==> src/rtl/hazard_ctrl.sv <==
// Pipeline hazard controller: load-use/branch stalls, branch/jump IF flush, sys drain-and-halt.
// Optional stall performance counter is built only when HAZ_PERF_CNT_EN is defined.
module hazard_ctrl #(
    parameter int unsigned DRAIN_CYCLES = 3,
    parameter int unsigned CNT_W        = 16
) (
    input  logic             clk,
    input  logic             rst_n,
    input  logic [6:0]       id_opcode,
    input  logic [4:0]       id_rs1,
    input  logic [4:0]       id_rs2,
    input  logic [4:0]       ex_rd,
    input  logic             ex_memread,
    input  logic             ex_regwrite,
    input  logic             id_branch_taken,
    input  logic             resume,
    output logic             stall,
    output logic             en,
    output logic             IF_flush_out,
    output logic             halted,
    output logic [CNT_W-1:0] stall_cnt
);

    localparam logic [6:0] OP_RTYPE  = 7'b0110011;
    localparam logic [6:0] OP_STORE  = 7'b0100011;
    localparam logic [6:0] OP_BRANCH = 7'b1100011;
    localparam logic [6:0] OP_JALR   = 7'b1100111;
    localparam logic [6:0] OP_SYS    = 7'b0001011;

    localparam logic [3:0] DRAIN_LOAD = 4'(DRAIN_CYCLES - 1);

    typedef enum logic [1:0] {
        RUN    = 2'd0,
        STALL2 = 2'd1,
        DRAIN  = 2'd2,
        HALT   = 2'd3
    } state_t;

    state_t     r_state, w_state_nxt;
    logic [3:0] r_drain_cnt, w_drain_cnt_nxt;
    logic       r_flush, w_flush_nxt;

    logic w_uses_rs2, w_dep1, w_load_use, w_branch_haz, w_hazard;

    always_comb begin
        w_uses_rs2   = (id_opcode == OP_RTYPE) || (id_opcode == OP_STORE) ||
                       (id_opcode == OP_BRANCH);
        w_dep1       = (ex_rd != 5'd0) &&
                       ((ex_rd == id_rs1) || (w_uses_rs2 && (ex_rd == id_rs2)));
        w_load_use   = ex_memread && w_dep1;
        w_branch_haz = (id_opcode == OP_BRANCH) && ex_regwrite && w_dep1;
        w_hazard     = w_load_use || w_branch_haz;
    end

    always_ff @(posedge clk or negedge rst_n) begin
        if (!rst_n) begin
            r_state     <= RUN;
            r_drain_cnt <= '0;
            r_flush     <= 1'b0;
        end else begin
            r_state     <= w_state_nxt;
            r_drain_cnt <= w_drain_cnt_nxt;
            r_flush     <= w_flush_nxt;
        end
    end

    always_comb begin
        w_state_nxt     = r_state;
        w_drain_cnt_nxt = r_drain_cnt;
        w_flush_nxt     = 1'b0;
        stall           = 1'b0;
        en              = 1'b1;
        halted          = 1'b0;
        unique case (r_state)
            RUN: begin
                if (w_hazard) begin
                    // A branch waiting on a load needs the load's data one cycle later still.
                    stall = 1'b1;
                    en    = 1'b0;
                    if (w_branch_haz && ex_memread)
                        w_state_nxt = STALL2;
                end else begin
                    w_flush_nxt = id_branch_taken || (id_opcode == OP_JALR);
                    if (id_opcode == OP_SYS) begin
                        w_state_nxt     = DRAIN;
                        w_drain_cnt_nxt = DRAIN_LOAD;
                    end
                end
            end
            STALL2: begin
                stall       = 1'b1;
                en          = 1'b0;
                w_state_nxt = RUN;
            end
            DRAIN: begin
                stall = 1'b1;
                en    = 1'b0;
                if (r_drain_cnt == 4'd0)
                    w_state_nxt = HALT;
                else
                    w_drain_cnt_nxt = r_drain_cnt - 4'd1;
            end
            HALT: begin
                stall  = 1'b1;
                en     = 1'b0;
                halted = 1'b1;
                if (resume) begin
                    w_state_nxt = RUN;
                    w_flush_nxt = 1'b1;
                end
            end
            default: w_state_nxt = RUN;
        endcase
    end

    assign IF_flush_out = r_flush;

`ifdef HAZ_PERF_CNT_EN
    logic [CNT_W-1:0] r_stall_cnt;
    logic             w_cnt_inc;

    // Only hazard stalls are counted; drain/halt time is deliberate, not a hazard.
    assign w_cnt_inc = stall && ((r_state == RUN) || (r_state == STALL2)) &&
                       (r_stall_cnt != '1);

    always_ff @(posedge clk or negedge rst_n) begin
        if (!rst_n)
            r_stall_cnt <= '0;
        else if (w_cnt_inc)
            r_stall_cnt <= r_stall_cnt + CNT_W'(1);
    end

    assign stall_cnt = r_stall_cnt;
`else
    assign stall_cnt = '0;
`endif

endmodule

==> config.mk <==
export PLATFORM = sky130hd
export DESIGN_NAME = hazard_ctrl
export DESIGN_NICKNAME = d
export VERILOG_FILES = /design/src/rtl/hazard_ctrl.sv
export SDC_FILE = /design/constraint.sdc
export NUM_CORES = 1
export LEC_CHECK = 0
export ABC_AREA = 0
export ABC_CLOCK_PERIOD_IN_PS = 2300
export CORE_ASPECT_RATIO = 1.2
export CORE_UTILIZATION = 38
export CTS_CLUSTER_SIZE = 10
export DETAILED_ROUTE_END_ITERATION = 10
export PLACE_DENSITY = 0.91
export SYNTH_ARGS = -nofsm -noshare
export SYNTH_HDL_FRONTEND = slang
export SYNTH_SLANG_ARGS = --single-unit
==> constraint.sdc <==
create_clock -name clk -period 2.3 [get_ports clk]
set_clock_uncertainty 0.15 [all_clocks]
set_input_delay 0.345 -clock clk [delete_from_list [all_inputs] [get_ports clk]]
set_output_delay 0.345 -clock clk [all_outputs]
set_load 0.01 [all_outputs]
==> run_1/class_map.png <==
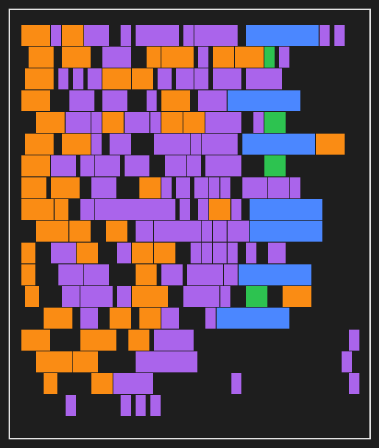
[remaining buffers and delay cells] orange | cells: 49 | share of their area: 33%
[clock drivers and dummy loads] green | cells: 4 | share of their area: 2.1%
[registers] blue | cells: 7 | share of their area: 14%
[remaining logic cells] purple | cells: 92 | share of their area: 51%
Final Cell Area: 0.00131 mm^2
Core Util, Final: 63.0%
core area: 0.00207 mm^2
row count: 18
fraction of area in registers: 13.4%

==> run_1/sizing.png <==
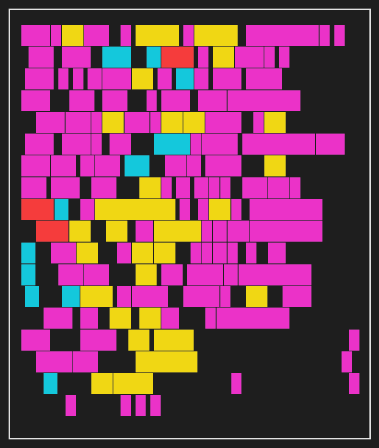
[x3 and x4] yellow | cells: 29 | share: 19%
[x1 and smaller] magenta | cells: 109 | share: 72%
[x2] cyan | cells: 11 | share: 7.2%
[x6 and larger] red | cells: 3 | share: 2.0%
P&R area growth vs syn: 55.6%
setup ws final: 0.00233 ns

==> summary.txt, run 1 <==
outcome - finished, final reports clean
CP startpoint kind - primary input
number of CTS-inserted buffers - 3
DR iter-0 viols - 10
#MultiIn Comb - 85
Required @ worst endpoint - 1.80 ns
Top-area cell share - 20.9%
Seq share, synth - 20.9%
RePlAce Congestion - 0.720
number of flops mapped to enable cells by yosys - 0
pre-CTS setup slack - -0.673 ns
most numerous logic cell after layout - buf_4
Final #Nets - 187
Synth top cell by count - buf_4
DR pass1 iterations - 4
first-pass GRT wire length - 3.04 mm
# hold bufs at CTS - 0
worst-skew pair later-pin latency - 0.24 ns
mapped cell area - 840 um^2
cell count in the Yosys report - 100
CP Capture Type - primary output
sequential cell area - 175 um^2
Yosys Warn Count - 0
top cells by count, synth - buf_4, nand2_1, dfrtp_1, inv_1
final setup vio count - 0
Flops after synth - 7
CTS tree - done
R2R setup slack - 0.22 ns
floorplan utilization - 40.5%
Clock-cell share - 2.01%
Log Warnings - 32
remaining antenna violation count - 0
Max Cap Viol - 0
clock period minus worst slack - 2.30 ns
WS Path Type - primary input to primary output
seq_cells - 7
==> run_1/util_map.png <==
The die is cut into 9 by 11 equal tiles; black is low, pale yellow is high, 0 to 100% covered.
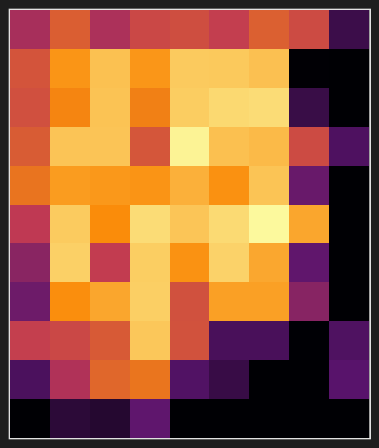
fullest tile: 99%
nearly empty tiles: 16%
tiles over 75% full: 38%
emptiest ninth of the die: south-east

==> run_1/congestion_map.png <==
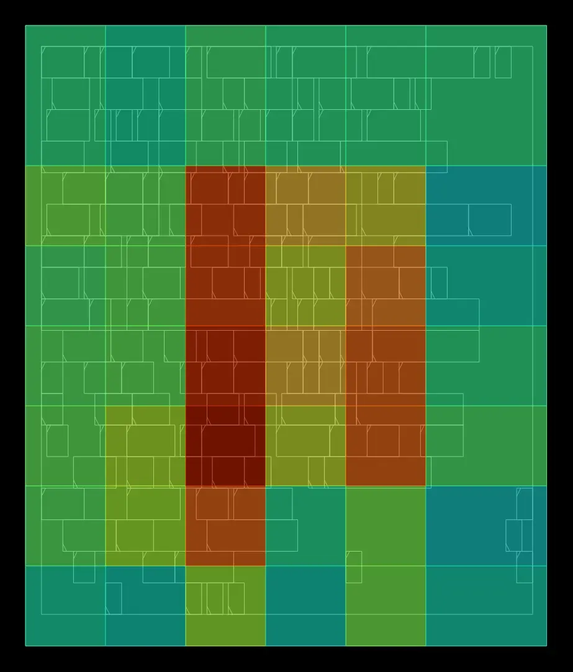
met3 Use GR: 2.73%
Total GRT Usage: 17.3%
Most Crowded Layer GR: met2
routed wire length per instance: 10.5 um

-- run 1: where the power goes --
group | internal (uW) | leakage [uW] | switching [uW] | total [uW]
Combinational | 318 | 0.000532 | 313 | 630
Clock | 65.9 | 0.0000150 | 41.0 | 107
Sequential | 177 | 0.0000876 | 38.7 | 216
-- run 1: cells by family after synthesis --
group / Yosys count / share of synthesized area, %
buffers and inverters: 23 / 17.4
AND/OR/NAND/NOR: 31 / 18.8
XOR/XNOR: 10 / 10.4
other: 1 / 0.447
AND-OR/OR-AND: 19 / 18.9
multiplexers: 3 / 4.17
flip-flops: 7 / 20.9
adder cells (fa/ha/maj): 6 / 8.94
-- run 1: through the flow --
| step | util [%] | cells | total power, uW |
|---|---|---|---|
| final | 63.0 | 182 | 953 |
| after global routing | 63.0 | 182 | 1050 |
| after CTS | 61.0 | 182 | 943 |
| after detailed placement | 60.0 | 176 | 850 |
| after global placement | 60.0 | 176 | 825 |
| after floorplan | - | 115 | 623 |
-- run 1: worst max-delay path, stage by stage --
cell and delay [ns]:
buf_6 0.09, xor2_1 0.15, or4_4 0.49, a2111oi_4 0.37, o21ai_2 0.09, nand2_1 0.10
inv_1 0.06, buf_6 0.11
-- run 1: metal layers --
| metal | vias to the layer above | part of all wire, % | global-route usage, % |
|---|---|---|---|
| met5 | - | 0 | 0 |
| met4 | 0 | 0 | 9.60 |
| li1 | 414 | - | - |
| met2 | 33 | 60 | 34.3 |
| met1 | 372 | 35 | 16.1 |
| met3 | 0 | 5.4 | 2.73 |
-- run 1: what timing repair did --
action | CTS | global route
pin swaps | 10 | 6
resized | 42 | 8
setup buffers | 2 | 0
endpoints found under the hold margin | 0 | 0
endpoints found under the setup margin | 8 | 5
==> run 2: changes to the inputs <==
--- a/config.mk
+++ b/config.mk
@@ -12,6 +12,7 @@
 export CTS_CLUSTER_SIZE = 10
 export DETAILED_ROUTE_END_ITERATION = 10
 export PLACE_DENSITY = 0.91
+export SKIP_LAST_GASP = 1
 export SYNTH_ARGS = -nofsm -noshare
 export SYNTH_HDL_FRONTEND = slang
 export SYNTH_SLANG_ARGS = --single-unit
==> run_2/class_map.png <==
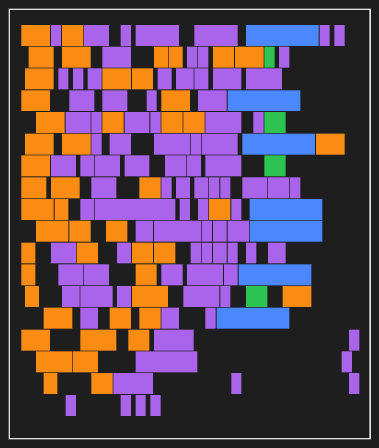
Final Cell Area: 0.00130 mm^2
Core Util, Final: 62.7%
fraction of area in registers: 13.5%

==> run 2 against run 1 <==
Against the previous run: sequential share of layout area is 0.064 points higher; setup slack about the same; non-clock buffer count stayed put; core utilization fell by 0.30 points.
==> summary.txt, run 2 <==
setup ws final - 0.00261 ns (was 0.00233 ns)
met3 Use GR - 2.73% (unchanged)
clock network power share - 11.4% (was 11.2%)
pre-CTS setup slack - -0.673 ns (unchanged)
Final #Nets - 187 (unchanged)
Sw Ratio - 41.5% (was 41.2%)
outcome - finished, final reports clean (unchanged)
CP Capture Type - primary output (unchanged)
Max Cap Viol - 0 (unchanged)
total chip power - 939 uW (was 953 uW)
Multiplexer share - 4.17% (unchanged)
most numerous logic cell after layout - buf_4 (unchanged)
Adder Share, Synth - 8.94% (unchanged)
CTS tree - done (unchanged)
CP Buf/Inv Count - 3 (unchanged)
WS Path Type - primary input to primary output (unchanged)
AO/OA Area Share - 18.9% (unchanged)
Finished Layout Cells - 182 (unchanged)
Logic pwr share - 65.6% (was 66.1%)
core area - 0.00207 mm^2 (unchanged)
combinational power - 617 uW (was 630 uW)
==> run_2/ff_map.png <==
Other sequential cells in the stronger grey, the rest of the logic in the fainter grey.
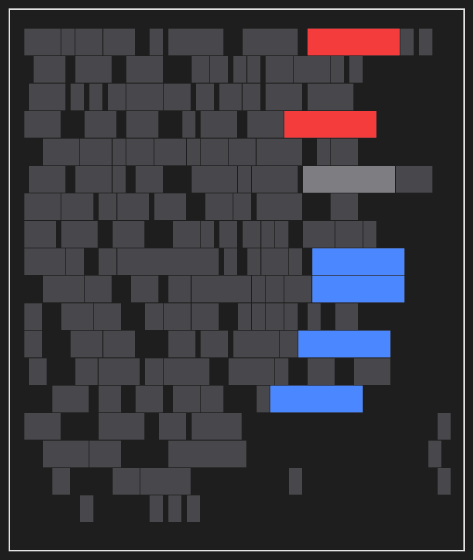
[r_state] red | flops: 2
[r_drain_cnt] blue | flops: 4 | where: east
P_seq: 216 uW
sequential cell area: 175 um^2

==> run 2: cell types whose count changed in the layout (fill, tap and decap cells not counted) <==
cell	previous run	this run
buf_2	6	7
buf_6	3	2
==> run 2: final timing paths <==
kind | start | to | slack, ns | cells past startpoint
min reg2reg | r_drain_cnt[2]$_DFFE_PN0P_ | r_drain_cnt[2]$_DFFE_PN0P_ | 0.36 | 1
min | rst_n | IF_flush_out$_DFF_PN0_ | 0.20 | 1
max in group asynchronous | rst_n | r_drain_cnt[3]$_DFFE_PN0P_ | 1.57 | 1
max reg2reg | r_state[0]$_DFFE_PN0P_ | r_drain_cnt[2]$_DFFE_PN0P_ | 0.22 | 10
min in group clk | r_drain_cnt[2]$_DFFE_PN0P_ | r_drain_cnt[2]$_DFFE_PN0P_ | 0.36 | 1
max | id_rs2[1] | en | 0.003 | 8
==> run 2: repair_timing <==
action,CTS,global route
resized,42,7
pin swaps,10,6
setup buffers,2,0
setup endpoints to repair,8,5
hold buffers,0,0
==> run 2: logic make-up after synthesis <==
kind of cell,count (synthesis)
DFF,7
xor gates and xnor gates,10
other,1
adders and majority gates,6
and+or+nand+nor,31
AOI/OAI and AO/OA,19
muxes,3
buffers and inverters,23
==> run 2: metal layers <==
| metal | up-vias | wire length (um) |
|---|---|---|
| li1 | 414 | - |
| met1 | 376 | 667 |
| met2 | 33 | 1140 |
| met3 | 0 | 103 |
| met4 | 0 | 0 |
| met5 | - | 0 |
==> run 2: cell type report <==
cell class | count | share of cell area [%]
flip-flops and latches | 7 | 13.5
inverters | 7 | 2.02
clock buffers | 4 | 2.02
well taps | 30 | 2.89
multi-input cells | 85 | 47.5
repair buffers | 49 | 32.1
==> run 3: changes to the inputs <==
--- a/config.mk
+++ b/config.mk
@@ -11,7 +11,9 @@
 export CORE_UTILIZATION = 38
 export CTS_CLUSTER_SIZE = 10
 export DETAILED_ROUTE_END_ITERATION = 10
+export MAX_ROUTING_LAYER = met4
 export PLACE_DENSITY = 0.91
+export RECOVER_POWER = 100
 export SKIP_LAST_GASP = 1
 export SYNTH_ARGS = -nofsm -noshare
 export SYNTH_HDL_FRONTEND = slang
==> run_3/congestion_map.png <==
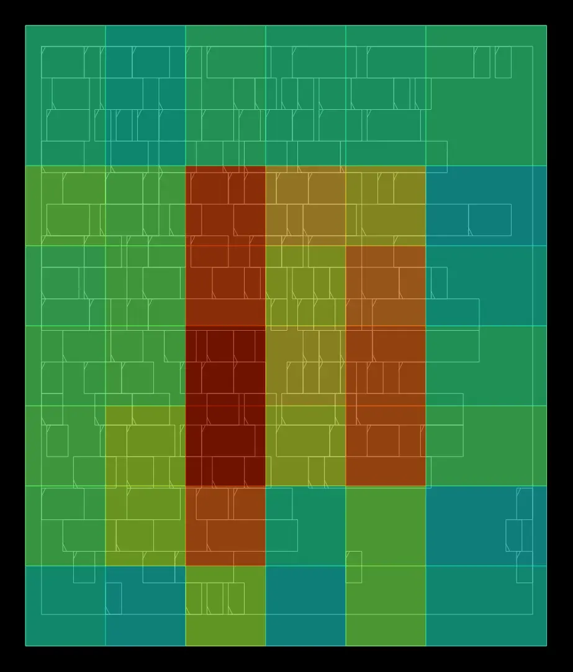
met2 Use GR: 34.3%
met3 Use GR: 2.05%
Core Util, Final: 62.1%

==> run 3 against run 2 <==
Against the previous run: cell count stayed put; total power is 3.2% lower; sequential cell count stayed put; sequential share of layout area is 0.14 points higher; final area is 1.1% lower; core utilization is 0.66 points lower; non-clock buffer count stayed put; largest cell class unchanged.
==> summary.txt, run 3 <==
outcome - finished, final reports clean (unchanged)
WL met3 - 88 um (was 103 um)
slowest stage delay, CP - 0.49 ns (about the same)
row count - 18 (unchanged)
met2 WL - 1.15 mm (was 1.14 mm)
Synth top cell by count - buf_4 (unchanged)
Final #Nets - 187 (unchanged)
crit-path leading delay family - simple AND/OR/NAND/NOR gates (unchanged)
number of flops mapped to enable cells by yosys - 0 (unchanged)
placed cell count - 176 (unchanged)
Multiplexer share - 4.17% (unchanged)
routed wire length per instance - 10.6 um (was 10.5 um)
DR pass1 iterations - 4 (unchanged)
CP Buf/Inv Count - 3 (unchanged)
mapped cell area - 840 um^2 (unchanged)
Top non-seq family - AND-OR/OR-AND gates (unchanged)
CP max stage cell - or4_4 (unchanged)
CTS tree - done (unchanged)
most numerous logic cell after layout - buf_4 (unchanged)
Simple Share, Synth - 18.8% (unchanged)
Finished Layout Cells - 182 (unchanged)
==> run_3/ff_map.png <==
Other sequential cells in the stronger grey, the rest of the logic in the fainter grey.
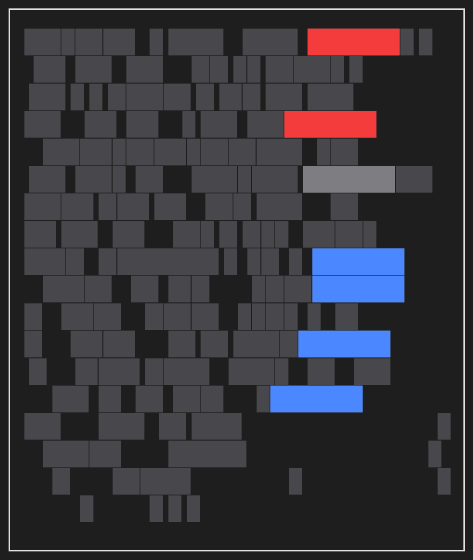
[r_state] red | flops: 2
[r_drain_cnt] blue | flops: 4 | where: east
not coloured: 1
fraction of area in registers: 13.6%
P_seq: 215 uW

-- run 3: area by class of cell --
cell class	instances	area, um^2
fill	186	786
sequential	7	175
inverter	7	26.3
timing repair buffer	49	414
multi-input combinational	85	607
tap	30	37.5
clock buffer	4	26.3
-- run 3: what timing repair did --
action | in CTS | in global routing
hold buffers | 0 | 0
endpoints found under the hold margin | 0 | 0
resized | 42 | 7
setup endpoints to repair | 8 | 5
buffers inserted | 2 | 0
pin swaps | 10 | 6
-- run 3: report_power, final --
| part | switching (uW) | internal (uW) | total [uW] |
|---|---|---|---|
| Clock | 41.1 | 65.9 | 107 |
| Sequential | 38.2 | 177 | 215 |
| Combinational | 303 | 284 | 586 |
| Total | 382 | 527 | 909 |
-- run 3: stage by stage --
step	area (um^2)	utilization [%]	hold slack, ns	setup slack (ns)
after global placement	1240	60.0	0.335	-0.646
final	1290	62.1	0.273	0.00262
after detailed placement	1240	60.0	0.349	-0.673
after global routing	1290	62.1	0.294	-0.0685
after floorplan	896	-	-0.101	0.101
after CTS	1260	61.0	0.203	-0.00334
-- run 3: worst paths after layout --
path	start	endpoint	slack, ns	cells after the start
worst max-delay path	id_rs2[1]	en	0.003	8
worst min-delay path	rst_n	IF_flush_out$_DFF_PN0_	0.27	1
worst max register to register	r_state[0]$_DFFE_PN0P_	r_drain_cnt[2]$_DFFE_PN0P_	0.27	10
worst min register to register	r_drain_cnt[2]$_DFFE_PN0P_	r_drain_cnt[2]$_DFFE_PN0P_	0.36	1
max in group asynchronous	rst_n	r_drain_cnt[3]$_DFFE_PN0P_	1.49	1
min in group clk	r_drain_cnt[2]$_DFFE_PN0P_	r_drain_cnt[2]$_DFFE_PN0P_	0.36	1
Power is estimated from default activity; no workload was simulated.
